### config.mk
export PLATFORM = sky130hd
export DESIGN_NAME = pipe_lane_serializer_flat
export DESIGN_NICKNAME = d
export VERILOG_FILES = /design/src/rtl/pipe_lane_serializer_if.sv /design/src/rtl/pipe_lane_serializer.sv /design/src/flat_wrapper.sv
export SDC_FILE = /design/constraint.sdc
export NUM_CORES = 1
export LEC_CHECK = 0
export CAP_MARGIN = 20
export CORE_ASPECT_RATIO = 1.1
export CORE_UTILIZATION = 55
export CTS_BUF_LIST = sky130_fd_sc_hd__clkbuf_4 sky130_fd_sc_hd__clkbuf_8
export DETAILED_ROUTE_END_ITERATION = 10
export DONT_BUFFER_PORTS = 1
export GPL_TIMING_DRIVEN = 0
export PLACE_DENSITY = 0.7
export SYNTH_ARGS = -nofsm -noshare
export SYNTH_HDL_FRONTEND = slang
export SYNTH_SLANG_ARGS = --single-unit
### constraint.sdc
create_clock -name clk -period 2.7 [get_ports clk]
set_clock_uncertainty 0.05 [all_clocks]
set_input_delay 0.27 -clock clk [delete_from_list [all_inputs] [get_ports clk]]
set_output_delay 0.27 -clock clk [all_outputs]
set_load 0.02 [all_outputs]
### src/rtl/pipe_lane_serializer_if.sv
// pipe_lane_serializer_if
// Valid/ready bundle around the lane serializer: a wide input packet with a
// per-slot mask on the upstream side and one slot per cycle on the
// downstream side.
// master : the serializer's view (drives o_*, samples i_*)
// slave  : the surrounding pipeline's view (drives i_*, samples o_*)

interface pipe_lane_serializer_if #(
    parameter int LANE_W = 32,
    parameter int LANES  = 4
);
    localparam int IDX_W = $clog2(LANES);

    logic [LANES*LANE_W-1:0] i_data;
    logic [LANES-1:0]        i_mask;
    logic                    i_valid;
    logic                    o_ready;
    logic [LANE_W-1:0]       o_data;
    logic [IDX_W-1:0]        o_lane;
    logic                    o_last;
    logic                    o_valid;
    logic                    i_ready;

    modport master (
        input  i_data,
        input  i_mask,
        input  i_valid,
        input  i_ready,
        output o_ready,
        output o_data,
        output o_lane,
        output o_last,
        output o_valid
    );

    modport slave (
        output i_data,
        output i_mask,
        output i_valid,
        output i_ready,
        input  o_ready,
        input  o_data,
        input  o_lane,
        input  o_last,
        input  o_valid
    );
endinterface

### src/rtl/pipe_lane_serializer.sv
// pipe_lane_serializer
// Takes one packet of LANES slots plus a valid mask per handshake and emits
// the masked-in slots one per cycle, lowest lane first. The presented slot
// is always derived from registered state (packet + remaining mask), so it
// is stable under backpressure; the only combinational input-to-output path
// is i_ready -> o_ready, used to accept the next packet while the last slot
// of the current one leaves.
// Optional: define PIPE_LANE_SERIALIZER_STATS_EN to add o_slot_count, a
// saturating count of completed slot transfers cleared only by reset.

module pipe_lane_serializer #(
    parameter int LANE_W = 32,
    parameter int LANES  = 4
) (
    input  logic                   clk,
    input  logic                   reset,
    input  logic                   flush,
    pipe_lane_serializer_if.master bus
`ifdef PIPE_LANE_SERIALIZER_STATS_EN
    ,
    output logic [31:0]            o_slot_count
`endif
);

    localparam int IDX_W = $clog2(LANES);

    typedef enum logic {
        IDLE = 1'b0,
        SEND = 1'b1
    } state_t;

    state_t                  state_q;
    state_t                  state_d;
    logic [LANES*LANE_W-1:0] data_q;
    logic [LANES*LANE_W-1:0] data_d;
    logic [LANES-1:0]        mask_q;
    logic [LANES-1:0]        mask_d;

    logic [IDX_W-1:0]        cur_lane;
    logic [LANE_W-1:0]       cur_slot;
    logic                    is_last;
    logic                    sending;
    logic                    ready;
    logic                    accept;
    logic                    transfer;

    // Priority encoder: index of the lowest set bit (0 when the mask is empty).
    function automatic logic [IDX_W-1:0] lowest_lane(input logic [LANES-1:0] m);
        logic [IDX_W-1:0] idx;
        idx = '0;
        for (int k = LANES - 1; k >= 0; k--) begin
            if (m[k]) begin
                idx = IDX_W'(k);
            end
        end
        return idx;
    endfunction

    // Select the slot under the lowest remaining lane and decide if it is the last one.
    always_comb begin
        cur_lane = lowest_lane(mask_q);
        cur_slot = '0;
        for (int k = 0; k < LANES; k++) begin
            if (IDX_W'(k) == cur_lane) begin
                cur_slot = data_q[k*LANE_W +: LANE_W];
            end
        end
        sending = (state_q == SEND);
        is_last = sending && ((mask_q >> cur_lane) == LANES'(1));
    end

    // Upstream ready: always in IDLE, and in SEND only while the last slot leaves.
    always_comb begin
        ready = 1'b0;
        if (reset) begin
            unique case (state_q)
                IDLE:    ready = 1'b1;
                SEND:    ready = bus.i_ready && is_last;
                default: ready = 1'b0;
            endcase
        end
        accept   = bus.i_valid && ready;
        transfer = sending && bus.i_ready;
    end

    // Next-state logic: flush wins, then load/advance/finish the packet.
    always_comb begin
        state_d = state_q;
        data_d  = data_q;
        mask_d  = mask_q;
        if (flush) begin
            state_d = IDLE;
            mask_d  = '0;
        end else begin
            unique case (state_q)
                IDLE: begin
                    if (accept && (bus.i_mask != '0)) begin
                        state_d = SEND;
                        data_d  = bus.i_data;
                        mask_d  = bus.i_mask;
                    end
                end
                SEND: begin
                    if (transfer) begin
                        if (is_last) begin
                            if (accept && (bus.i_mask != '0)) begin
                                state_d = SEND;
                                data_d  = bus.i_data;
                                mask_d  = bus.i_mask;
                            end else begin
                                state_d = IDLE;
                                mask_d  = '0;
                            end
                        end else begin
                            mask_d = mask_q & ~(LANES'(1) << cur_lane);
                        end
                    end
                end
                default: begin
                    state_d = IDLE;
                    mask_d  = '0;
                end
            endcase
        end
    end

    // State, held packet and remaining mask; cleared by reset.
    always_ff @(posedge clk) begin
        if (!reset) begin
            state_q <= IDLE;
            data_q  <= '0;
            mask_q  <= '0;
        end else begin
            state_q <= state_d;
            data_q  <= data_d;
            mask_q  <= mask_d;
        end
    end

    // Drive the downstream side; data/lane read as zero when nothing is presented.
    always_comb begin
        bus.o_ready = ready;
        bus.o_valid = sending;
        bus.o_last  = is_last;
        bus.o_data  = sending ? cur_slot : '0;
        bus.o_lane  = sending ? cur_lane : '0;
    end

`ifdef PIPE_LANE_SERIALIZER_STATS_EN
    logic [31:0] slot_count_q;

    // Saturating count of completed slot transfers; flush does not touch it.
    always_ff @(posedge clk) begin
        if (!reset) begin
            slot_count_q <= '0;
        end else if (transfer && (slot_count_q != 32'hFFFF_FFFF)) begin
            slot_count_q <= slot_count_q + 32'd1;
        end
    end

    assign o_slot_count = slot_count_q;
`endif

endmodule

### src/flat_wrapper.sv
// flat-port wrapper written by rule: the top's interface ports become plain ports
module pipe_lane_serializer_flat 
#(
    parameter int LANE_W = 32,
    parameter int LANES  = 4
)
  (clk, reset, flush, bus_i_data, bus_i_mask, bus_i_valid, bus_i_ready, bus_o_ready, bus_o_data, bus_o_lane, bus_o_last, bus_o_valid);
  pipe_lane_serializer_if #(.LANE_W(LANE_W), .LANES(LANES)) bus_i ();
  input  logic clk;
  input  logic reset;
  input  logic flush;
  input wire logic [$bits(bus_i.i_data)-1:0] bus_i_data;
  input wire logic [$bits(bus_i.i_mask)-1:0] bus_i_mask;
  input wire logic [$bits(bus_i.i_valid)-1:0] bus_i_valid;
  input wire logic [$bits(bus_i.i_ready)-1:0] bus_i_ready;
  output wire logic [$bits(bus_i.o_ready)-1:0] bus_o_ready;
  output wire logic [$bits(bus_i.o_data)-1:0] bus_o_data;
  output wire logic [$bits(bus_i.o_lane)-1:0] bus_o_lane;
  output wire logic [$bits(bus_i.o_last)-1:0] bus_o_last;
  output wire logic [$bits(bus_i.o_valid)-1:0] bus_o_valid;
  assign bus_i.i_data = bus_i_data;
  assign bus_i.i_mask = bus_i_mask;
  assign bus_i.i_valid = bus_i_valid;
  assign bus_i.i_ready = bus_i_ready;
  assign bus_o_ready = bus_i.o_ready;
  assign bus_o_data = bus_i.o_data;
  assign bus_o_lane = bus_i.o_lane;
  assign bus_o_last = bus_i.o_last;
  assign bus_o_valid = bus_i.o_valid;
  pipe_lane_serializer #(.LANE_W(LANE_W), .LANES(LANES)) u_core (.clk(clk), .reset(reset), .flush(flush), .bus(bus_i));
endmodule
==> flow_summary.json, run 1 <==
{
  "outcome": "finished, final reports clean",
  "core_area_sq_um": 11000,
  "seqAreaFraction_pct": 32.1,
  "stdcell_area_sq_um": 8310,
  "wl_met1_um": 7910,
  "synthAoiAreaFrac_pct": 13.2,
  "htreeDepth": 4,
  "ys_async_sr_fraction_pct": 0,
  "pg_comb_mw": 0.604,
  "critPathArrivalTime_ns": 2.34,
  "final_cell_count_no_fill": 1073,
  "grt_use_met2_pct": 59.4,
  "hold_path_depth": 2,
  "reg2reg_depth": 8,
  "ys_cells": 757,
  "critPathKind": "reg -> out",
  "setup_viol": 0,
  "final_hold_viol_count": 0,
  "wl_per_cell_um": 18.6,
  "rsz0062_at_grt": "false",
  "crit_chain": "nor4b_4, clkbuf_1, nand2_1, a21boi_1",
  "power.share.sequential_pct": 50.0,
  "grt_pass1_vias": 5999,
  "gr-usage-met1_pct": 38.7,
  "totalNegativeSetupSlack_ns": 0,
  "buffer_area_share_pct": 19.2,
  "p_clk_mw": 1.53,
  "clk_latency_ns": 0.44,
  "floorplan.core_util_pct": 56.9,
  "vias_per_cell": 5.49,
  "cts_max_path_buffers": 2,
  "regArea_sq_um": 2670,
  "dpl_worst_slack_ns": -0.312,
  "drc": 0,
  "final_nets": 1050,
  "synth.area.mux_share_pct": 20.5,
  "port_buffers": 0,
  "intPower_mw": 3.01,
  "critPathMaxStageDelay_ns": 0.54,
  "utilization_pct": 75.5,
  "fin_crit_sh_pct": 98.4,
  "nClkBuffers": 17,
  "cts_resized": 44,
  "hold_slack_ns": 0.0200,
  "critPathRequiredTime_ns": 2.38,
  "num_antenna_cells": 0,
  "hpwl_um": 13000,
  "synthXorXnorAreaFrac_pct": 0.140,
  "met3_usage_pct": 9.14,
  "yosys-stat-area_sq_um": 6260,
  "pwr-share-comb_pct": 14.1,
  "layout.non_clock_buffers": 188,
  "cts_setup_buffers": 3,
  "syn_to_final_growth_pct": 32.7,
  "p_per_area_nw_per_um2": 514,
  "end_kind": "output port",
  "synthAdderAreaFrac_pct": 0,
  "yosys.area.top_type": "dfxtp_1",
  "taps": 147,
  "layout_top_cell": "nand2_1",
  "ys_top_logic_family": "multiplexers",
  "power.share.clock_pct": 35.8,
  "synth-seq-cells": 133,
  "comb_share_pct": 36.2,
  "synthesis.area_sq_um": 6260,
  "ff_count": 133,
  "final_max_slew_viol_count": 0,
  "switchingPower_mw": 1.26,
  "die_w_um": 104,
  "worst-path-buf-inv": 1,
  "grt.total_usage_pct": 33.6,
  "cts_buffers": 17,
  "wl_met2_um": 9850,
  "crit_family": "AND-OR/OR-AND gates",
  "gr-max-usage-layer": "met2",
  "largestClassByArea": "multi-input combinational cells",
  "ys_seq_share_pct": 42.5,
  "top_area_share_pct": 42.5,
  "top_cell": "nand2_1",
  "p_total_mw": 4.27,
  "worst_setup_path_start_kind": "flop",
  "route.met3.wl_um": 1670,
  "crit_path_top_delay_cell": "a21boi_1",
  "nFillCells": 789,
  "power.leakage_nw": 4.24,
  "hp-class": "in -> reg",
  "synth_cells": 757,
  "cts_hold_buf": 131,
  "fin_crit_ns": 2.66,
  "num-nonclk-inverters": 132,
  "yosysWarnings": 0,
  "postRouteAntennaNets": 0,
  "area_leaders": "dfxtp_1, mux2i_1, nand2_1",
  "grt_max_degree": 17,
  "postPlaceCellArea_sq_um": 6450,
  "top_layer": "met4",
  "relSlewSlack_pct": 50.4,
  "sequentialPower_mw": 2.14,
  "cts_root_buffer": "clkbuf_8",
  "syn-num-nets": 894,
  "die_h_um": 114,
  "placed_cells": 904,
  "worstMarginPinSlew_ns": 0.743,
  "fin_ws_ns": 0.0429,
  "cap_violations": 0,
  "p_sw_share_pct": 29.5,
  "io_pins": 174,
  "maxPowerGroup": "sequential cells",
  "wl_um": 20000,
  "cts.sinks": 133,
  "combGateArea_sq_um": 3010,
  "simple_gate_share_pct": 12.4,
  "antenna_found_initial": 0,
  "warning_count": 27,
  "synth-edff-count": 0,
  "grt_overflow": 0,
  "num_rows": 40,
  "ir_worst_vdd_uv": 361,
  "cp.depth": 4,
  "synth_top_flop_cell": "dfxtp_1",
  "final_cell_mix": "nand2_1, inv_1, dlygate4sd3_1",
  "dieArea_sq_um": 11800,
  "dr.pass1.iters": 5,
  "first_iter_violations": 372,
  "clock_area_share_pct": 4.30,
  "num_vias": 5889,
  "clkTransAtPathRegs_ns": 0.09,
  "ys_types": 39,
  "drive_above_1_share_pct": 10.9,
  "gp_congestion": 0.916,
  "syn_area_per_cell_sq_um": 8.28,
  "grt_pass1_wl_um": 30400
}
-- run 1: registers in the layout, summed over array words and instances, names as in the netlist --
signal	cells
u_core.mask_q	4
u_core.data_q	128
u_core.bus.o_valid	1
-- run 1: worst paths after layout --
check / startpoint / to / slack, ns
worst max-delay path: u_core.mask_q[0]$_SDFFE_PP0P_ / bus_o_data[15] / 0.04
worst min-delay path: bus_i_mask[2] / u_core.mask_q[2]$_SDFFE_PP0P_ / 0.02
worst max register to register: u_core.mask_q[0]$_SDFFE_PP0P_ / u_core.data_q[46]$_SDFFE_PN0P_ / 0.41
worst min register to register: u_core.data_q[123]$_SDFFE_PN0P_ / u_core.data_q[123]$_SDFFE_PN0P_ / 0.41
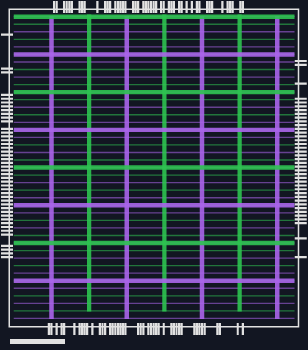
run_1/floorplan.png
Bar = 20 um. Pins as bars on the die edge.
- purple: VSS
- green: VDD
- rows: 40
- met5 straps: 8
- met4 straps: 7

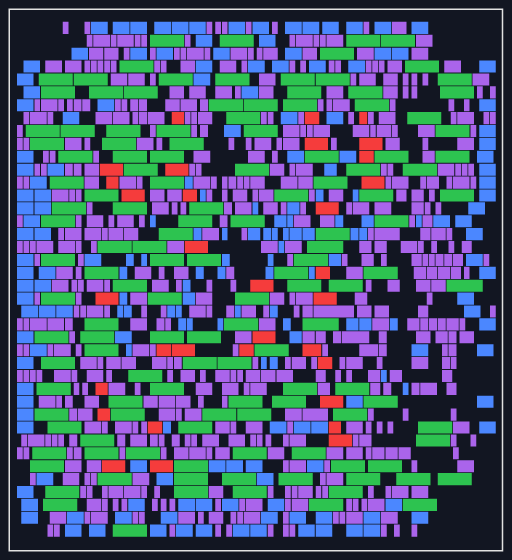
run_1/class_map.png
- blue: remaining buffers and delay cells (cells 188)
- green: sequential cells (cells 133)
- purple: remaining logic cells (cells 573)
- red: clock drivers and dummy loads (cells 32)

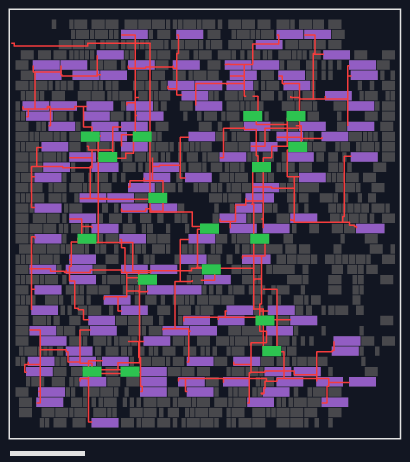
run_1/clock_wires.png
Bar = 20 um.
- green: clock-net drivers (count 17)
- red: clock wires (length 1540 um)
- purple: flip-flops (count 133)
- routed clock nets: 18

## Run 2: what changed since run 1
--- a/config.mk
+++ b/config.mk
@@ -12,6 +12,7 @@
 export DETAILED_ROUTE_END_ITERATION = 10
 export DONT_BUFFER_PORTS = 1
 export GPL_TIMING_DRIVEN = 0
+export MAX_ROUTING_LAYER = met4
 export PLACE_DENSITY = 0.7
 export SYNTH_ARGS = -nofsm -noshare
 export SYNTH_HDL_FRONTEND = slang
==> run 2 against run 1 <==
Net effect:
- largest cell class unchanged
- wire length grew 3.1%
- synthesized cell count is the same
- critical path type unchanged
- final area grew 1.5%
- sequential power is essentially flat
- clock-buffer cell count grew 4
- synthesized area is the same
- combinational power is essentially flat
- maximum frequency grew 0.69%
- hold slack gained 0.0023 ns
- first-iteration DRC count grew 37%
- global-route usage grew 2.2 points
- clock power grew 31%
==> flow_summary.json, run 2 <==
{
  "critPathRequiredTime_ns": 2.38,
  "crit_family": "simple AND/OR/NAND/NOR gates",
  "totalNegativeSetupSlack_ns": 0,
  "fin_crit_sh_pct": 97.7,
  "hold_start": "bus_i_mask[2]",
  "first_iter_violations": 508,
  "reg2reg_slack_ns": 0.39,
  "relSlewSlack_pct": 47.7,
  "drive_above_1_share_pct": 11.1,
  "utilization_pct": 76.6,
  "top_area_share_pct": 42.5,
  "hpwl_um": 13000,
  "wl_met2_um": 10000,
  "synth_top_flop_cell": "dfxtp_1",
  "crit_start": "u_core.mask_q[0]$_SDFFE_PP0P_",
  "wl_per_cell_um": 19.2,
  "die_h_um": 114,
  "p_per_area_nw_per_um2": 564,
  "p_total_mw": 4.76,
  "ys_types": 39,
  "common_cells": "nand2_1, dfxtp_1, inv_1",
  "grt_overflow": 0,
  "syn-num-nets": 894,
  "timing.rr.end": "u_core.data_q[46]$_SDFFE_PN0P_",
  "dr.pass1.iters": 5,
  "drc": 0,
  "top_layer": "met4",
  "cap_violations": 0,
  "regToRegStartpoint": "u_core.mask_q[0]$_SDFFE_PP0P_",
  "htreeDepth": 4,
  "simple_gate_share_pct": 12.4,
  "synth_cells": 757,
  "core_area_sq_um": 11000,
  "synthAoiAreaFrac_pct": 13.2,
  "crit_path_end": "bus_o_data[30]",
  "stdcell_area_sq_um": 8440,
  "ys_cells": 757,
  "grt_pass1_vias": 6120,
  "ys_top_logic_family": "multiplexers",
  "critPathMaxStageDelay_ns": 0.60,
  "clk_latency_ns": 0.45,
  "fin_ws_ns": 0.0612,
  "worst_setup_path_start_kind": "flop",
  "synth-seq-cells": 133,
  "synth.area.mux_share_pct": 20.5,
  "num_antenna_cells": 0,
  "port_buffers": 0,
  "largest_reg_flops": 128,
  "crit_chain": "clkbuf_2, or4_4, clkbuf_2, o21ai_1, a21oi_2",
  "hold_path_depth": 2,
  "postRouteAntennaNets": 0,
  "hold_end": "u_core.mask_q[2]$_SDFFE_PP0P_",
  "rsz0062_at_grt": "false",
  "cts.sinks": 133,
  "yosys.area.top_type": "dfxtp_1",
  "hold_slack_ns": 0.0224,
  "postPlaceCellArea_sq_um": 6450,
  "end_kind": "output port",
  "critPathKind": "reg -> out",
  "yosysWarnings": 0,
  "power.leakage_nw": 4.31,
  "outcome": "finished, final reports clean",
  "die_w_um": 104,
  "reg2reg_depth": 7,
  "worst-path-buf-inv": 2,
  "final_hold_viol_count": 0,
  "clkTransAtPathRegs_ns": 0.08,
  "cts_max_path_buffers": 2,
  "floorplan.core_util_pct": 56.9,
  "dpl_worst_slack_ns": -0.277,
  "cp.depth": 5,
  "layout_top_cell": "nand2_1",
  "num_vias": 6005,
  "syn_to_final_growth_pct": 34.7,
  "crit_path_top_delay_cell": "or4_4",
  "vias_per_cell": 5.61,
  "dieArea_sq_um": 11800,
  "final_nets": 1048,
  "grt_max_degree": 17,
  "final_max_slew_viol_count": 0,
  "yosys-stat-area_sq_um": 6260,
  "synth-edff-count": 0,
  "worstMarginPinSlew_ns": 0.783,
  "warning_count": 26,
  "syn_area_per_cell_sq_um": 8.28,
  "io_pins": 174,
  "gp_congestion": 0.940,
  "grt_pass1_wl_um": 31200,
  "critPathArrivalTime_ns": 2.32,
  "regMostFlops": "u_core.data_q",
  "fin_crit_ns": 2.64,
  "antenna_found_initial": 0,
  "synthesis.area_sq_um": 6260,
  "synthAdderAreaFrac_pct": 0,
  "num_rows": 40,
  "route.met3.wl_um": 1440,
  "final_cell_count_no_fill": 1071,
  "cts_buffers": 17,
  "wl_um": 20600,
  "ys_seq_share_pct": 42.5,
  "top_cell": "nand2_1"
}
run 2: routing by layer:
metal  up-vias  global-route usage (%)
met1      2846                    42.0
met3        73                    7.71
met2       309                    58.6
met5         -                       -
li1       2777                       -
met4         0                    18.0
run 2: final cells by class:
type	count	area (sq um)
fill	779	2570
buffer	51	244
tap	147	184
clock inverter	11	194
multi-input combinational	441	3030
sequential	133	2670
clock buffer	21	283
inverter	132	495
timing repair buffer	135	1340
run 2: power breakdown:
part	internal (mW)	total (mW)	switching, mW
Sequential	2.07	2.14	0.0694
Combinational	0.283	0.606	0.324
Clock	1.19	2.01	0.823
run 2: timing repair:
item / in CTS / in global routing
hold buffers: 132 / 0
setup buffers: 2 / 1
hold endpoints to repair: 132 / 0
setup endpoints to repair: 33 / 35
pin swaps: 1 / 5
gates resized: 49 / 27
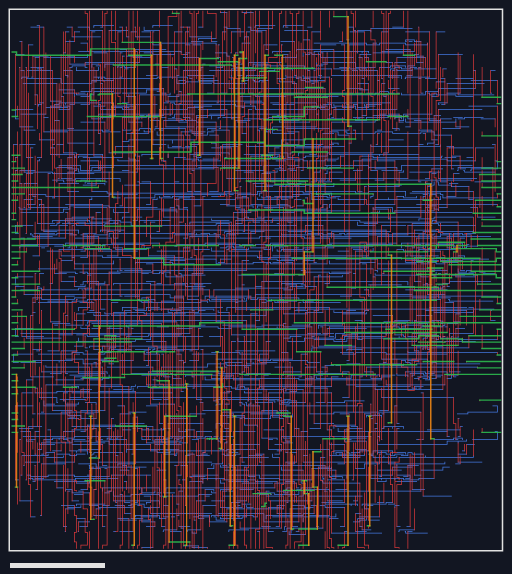
run_2/layers.png
Bar = 20 um.
- blue: M1 (wire length 8340 um)
- green: M3 (wire length 1440 um)
- orange: M4 (wire length 760 um)
- red: M2 (wire length 10000 um)

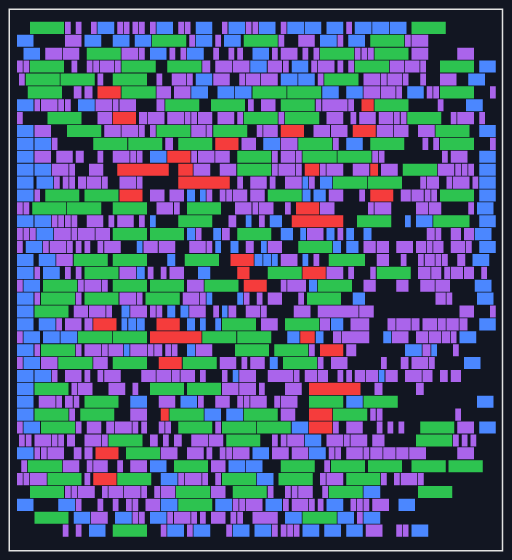
run_2/class_map.png
- blue: remaining buffers and delay cells (cells 186)
- green: sequential cells (cells 133)
- purple: remaining logic cells (cells 573)
- red: clock drivers and dummy loads (cells 32)

## Run 3: what changed since run 2
--- a/config.mk
+++ b/config.mk
@@ -11,6 +11,7 @@
 export CTS_BUF_LIST = sky130_fd_sc_hd__clkbuf_4 sky130_fd_sc_hd__clkbuf_8
 export DETAILED_ROUTE_END_ITERATION = 10
 export DONT_BUFFER_PORTS = 1
+export GPL_ROUTABILITY_DRIVEN = 1
 export GPL_TIMING_DRIVEN = 0
 export MAX_ROUTING_LAYER = met4
 export PLACE_DENSITY = 0.7
==> run 3 against run 2 <==
Net effect:
- highest routed layer unchanged
- total power unchanged
- final area did not move
- sequential cell count is the same
- largest power group unchanged
- non-clock buffer count unchanged
- critical endpoint unchanged
- maximum frequency did not move
- critical path depth stayed put
- wire length unchanged
- first-iteration DRC count stayed put
==> flow_summary.json, run 3 <==
{
  "postRouteAntennaNets": 0,
  "first_iter_violations": 508,
  "worst-path-buf-inv": 2,
  "port_buffers": 0,
  "top_layer": "met4",
  "dpl_worst_slack_ns": -0.277,
  "p_total_mw": 4.76,
  "io_pins": 174,
  "synth-edff-count": 0,
  "relSlewSlack_pct": 47.7,
  "yosysWarnings": 0,
  "p_clk_mw": 2.01,
  "num_antenna_cells": 0,
  "wl_per_cell_um": 19.2,
  "reg2reg_depth": 7,
  "final_max_slew_viol_count": 0,
  "synth_cells": 757,
  "common_cells": "nand2_1, dfxtp_1, inv_1",
  "die_h_um": 114,
  "fin_ws_ns": 0.0612,
  "gr-max-usage-layer": "met2",
  "grt_max_degree": 17,
  "warning_count": 26,
  "nFillCells": 779,
  "grt.total_usage_pct": 35.8,
  "maxPowerGroup": "sequential cells",
  "rsz0062_at_grt": "false",
  "regToRegStartpoint": "u_core.mask_q[0]$_SDFFE_PP0P_",
  "crit_family": "simple AND/OR/NAND/NOR gates",
  "cts_resized": 49,
  "grt_pass1_wl_um": 31200,
  "p_per_area_nw_per_um2": 564,
  "synth_top_flop_cell": "dfxtp_1",
  "regArea_sq_um": 2670,
  "fin_crit_ns": 2.64,
  "cts_root_buffer": "clkbuf_8",
  "power.leakage_nw": 4.31,
  "hpwl_um": 13000,
  "critPathMaxStageDelay_ns": 0.60,
  "outcome": "finished, final reports clean",
  "stdcell_area_sq_um": 8440,
  "worst_setup_path_start_kind": "flop",
  "largest_reg_flops": 128,
  "crit_chain": "clkbuf_2, or4_4, clkbuf_2, o21ai_1, a21oi_2",
  "area_leaders": "dfxtp_1, mux2i_1, nand2_1",
  "cts_buffers": 17,
  "antenna_found_initial": 0,
  "ys_async_sr_fraction_pct": 0,
  "regMostFlops": "u_core.data_q",
  "yosys-stat-area_sq_um": 6260,
  "vias_per_cell": 5.61,
  "syn-num-nets": 894,
  "hold_slack_ns": 0.0224,
  "pg_comb_mw": 0.606,
  "syn_area_per_cell_sq_um": 8.28,
  "ir_worst_vdd_uv": 375,
  "hold_path_depth": 2,
  "intPower_mw": 3.54,
  "critPathArrivalTime_ns": 2.32,
  "pwr-share-comb_pct": 12.7,
  "synthesis.area_sq_um": 6260,
  "fin_crit_sh_pct": 97.7,
  "syn_to_final_growth_pct": 34.7,
  "ys_cells": 757,
  "dr.pass1.iters": 5,
  "cts.sinks": 133,
  "cts_hold_buf": 132,
  "power.share.clock_pct": 42.3,
  "power.share.sequential_pct": 45.0,
  "ys_types": 39,
  "gr-usage-met1_pct": 42.0,
  "cts_setup_buffers": 2,
  "top_area_share_pct": 42.5,
  "layout_top_cell": "nand2_1",
  "hold_start": "bus_i_mask[2]",
  "crit_start": "u_core.mask_q[0]$_SDFFE_PP0P_",
  "hold_end": "u_core.mask_q[2]$_SDFFE_PP0P_",
  "switchingPower_mw": 1.22,
  "combGateArea_sq_um": 3030,
  "ys_seq_share_pct": 42.5,
  "timing.rr.end": "u_core.data_q[46]$_SDFFE_PN0P_",
  "met3_usage_pct": 7.71,
  "htreeDepth": 4,
  "p_sw_share_pct": 25.6,
  "route.met3.wl_um": 1440,
  "crit_path_top_delay_cell": "or4_4",
  "final_hold_viol_count": 0,
  "num_rows": 40,
  "hp-class": "in -> reg",
  "synth-seq-cells": 133,
  "critPathKind": "reg -> out",
  "final_cell_count_no_fill": 1071,
  "floorplan.core_util_pct": 56.9,
  "grt_pass1_vias": 6120,
  "drc": 0,
  "top_cell": "nand2_1",
  "wl_met1_um": 8340,
  "setup_viol": 0,
  "yosys.area.top_type": "dfxtp_1",
  "drive_above_1_share_pct": 11.1,
  "final_cell_mix": "nand2_1, inv_1, dlygate4sd3_1",
  "sequentialPower_mw": 2.14,
  "grt_overflow": 0,
  "clkTransAtPathRegs_ns": 0.08,
  "crit_path_end": "bus_o_data[30]",
  "clk_latency_ns": 0.45,
  "wl_met2_um": 10000,
  "critPathRequiredTime_ns": 2.38,
  "cts_max_path_buffers": 2
}
==> run 3: cell counts in the layout (fill, tap and decap cells not counted) <==
No cell type changed its count.
==> run 3: cells by family (layout without fill, tap and decap cells) <==
| group | Yosys count | after routing | synth area share (%) |
|---|---|---|---|
| and+or+nand+nor | 190 | 190 | 12.4 |
| DFF | 133 | 133 | 42.5 |
| muxes | 128 | 128 | 20.5 |
| xor gates and xnor gates | 1 | 1 | 0.140 |
| AOI/OAI and AO/OA | 122 | 122 | 13.2 |
| buffers and inverters | 183 | 350 | 11.3 |
==> run 3: area by class of cell <==
type                       instances  area share, %
multi-input combinational        441           35.9
buffer                            51           2.89
clock inverter                    11           2.30
inverter                         132           5.87
tap                              147           2.18
sequential                       133           31.6
clock buffer                      21           3.35
timing repair buffer             135           15.9
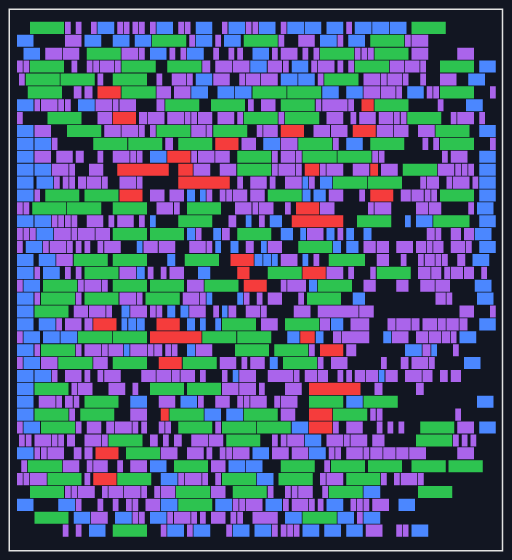
run_3/class_map.png
- red: clock drivers and dummy loads (cells 32)
- green: sequential cells (cells 133)
- purple: remaining logic cells (cells 573)
- blue: remaining buffers and delay cells (cells 186)

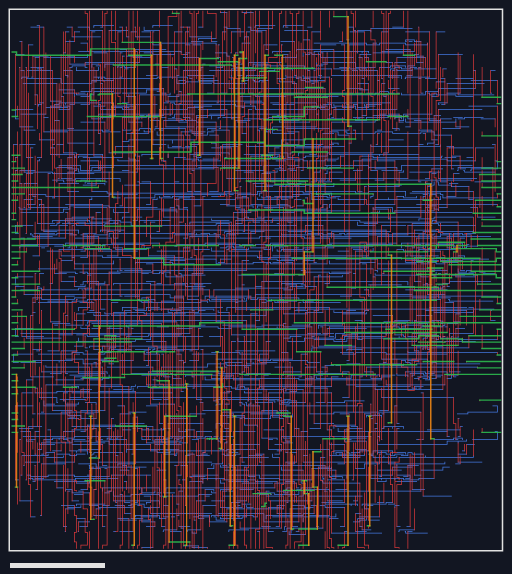
run_3/layers.png
Bar = 20 um.
- blue: M1 (wire length 8340 um)
- orange: M4 (wire length 760 um)
- green: M3 (wire length 1440 um)
- red: M2 (wire length 10000 um)

Power and IR drop assume default switching activity.
